==> config.mk <==
export PLATFORM = sky130hd
export DESIGN_NAME = spike_vote_argmax
export DESIGN_NICKNAME = d
export VERILOG_FILES = /design/src/rtl/spike_vote_argmax_pkg.sv /design/src/rtl/spike_vote_argmax_sat_counter.sv /design/src/rtl/spike_vote_argmax.sv
export SDC_FILE = /design/constraint.sdc
export NUM_CORES = 1
export LEC_CHECK = 0
export CAP_MARGIN = 25
export CORE_MARGIN = 4
export CORE_UTILIZATION = 45
export DETAILED_ROUTE_END_ITERATION = 6
export HOLD_SLACK_MARGIN = 0.05
export PLACE_DENSITY_LB_ADDON = 0.2
export SLEW_MARGIN = 30
export SYNTH_ARGS = -nofsm -noshare
export SYNTH_HDL_FRONTEND = slang
export SYNTH_SLANG_ARGS = --single-unit
==> constraint.sdc <==
create_clock -name clock -period 8.5 [get_ports clock]
set_input_delay 1.7 -clock clock [delete_from_list [all_inputs] [get_ports clock]]
set_output_delay 1.7 -clock clock [all_outputs]
set_load 0.01 [all_outputs]
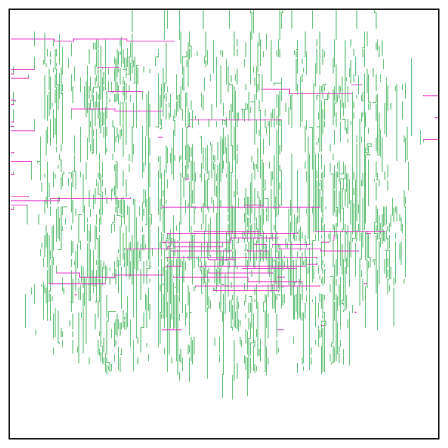
(wiring by layer)
Two of the layers only.
layer	color	wire length
M3	magenta	822 microns
M2	green	8060 microns
GRT Util Overall: 19.7%
wire per inst: 15.9 microns

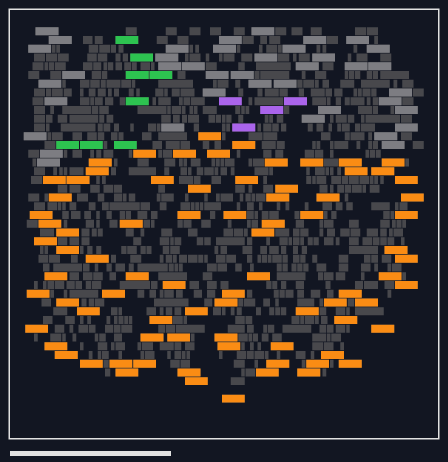
(sequential cells colored by netlist name)
The bar under the picture is 50 microns long.
netlist name	color	placed flops
scan_idx_q	purple	4
g_cnt.u_cnt.count_o	orange	80
iter_cnt_q	green	8
P_seq: 0.621 mW
sequential cell area: 0.00262 sq mm

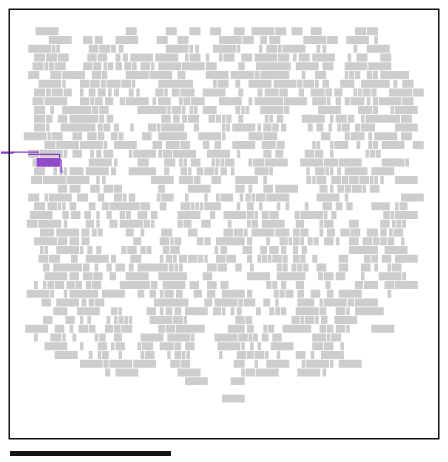
(wires at chosen ports, followed through buffers)
The bar under the picture is 50 microns long.
port	color	bits	direction	edge	end cells	buffers	wire
err	purple	1	output	left	1	1	24.7 microns
port buffer count: 33
I/O pin count: 34

==> Slide: Implementation Results <==
Key Metrics from the Run

Power
  – Sequential Power Share: 41.8%
  – Pint: 1.16 mW

Synth
  – Most frequent cell after synthesis: nor2_1
  – Dominant flop cell: dfxtp_1
  – Floorplan Nets: 878
  – # Cells Yosys: 833
  – FFs w/ async S/R, synth: 0%
  – Number of enable flip-flop cells: 0

Route
  – WL final: 17000 microns
  – Post-route ant nets: 0
  – First DRT Iteration DRCs: 498

Placed design
  – Post-Place Cells: 1038
  – DP Worst Slack: 4.08 ns

Final timing
  – Fin Hold WS: 0.473 ns
  – RSZ-0062 raised after global routing: false
  – Final Worst Setup Slack: 4.41 ns

Clock tree
  – Post-CTS sizing: 0
  – Clk slew on worst S/H paths: 0.06 ns
  – Root Buffer: clkbuf_16

Layout
  – Clock buf count: 17
  – Buffering overhead: 4.43%
  – Share of cells above drive strength 1: 6.05%
  – Nonclk inv count: 41
  – Most frequent cells in the layout: nor2_1 (136), dfxtp_1 (131), a21oi_1 (57)
  – Combinational share of cell area: 50.1%

Floorplanning
  – Tap Count: 211

Run status
  – Outcome: completed

Setup path
  – CP Depth: 13

Hold path
  – Hold Path Stages: 2
Power and IR drop assume default switching activity.
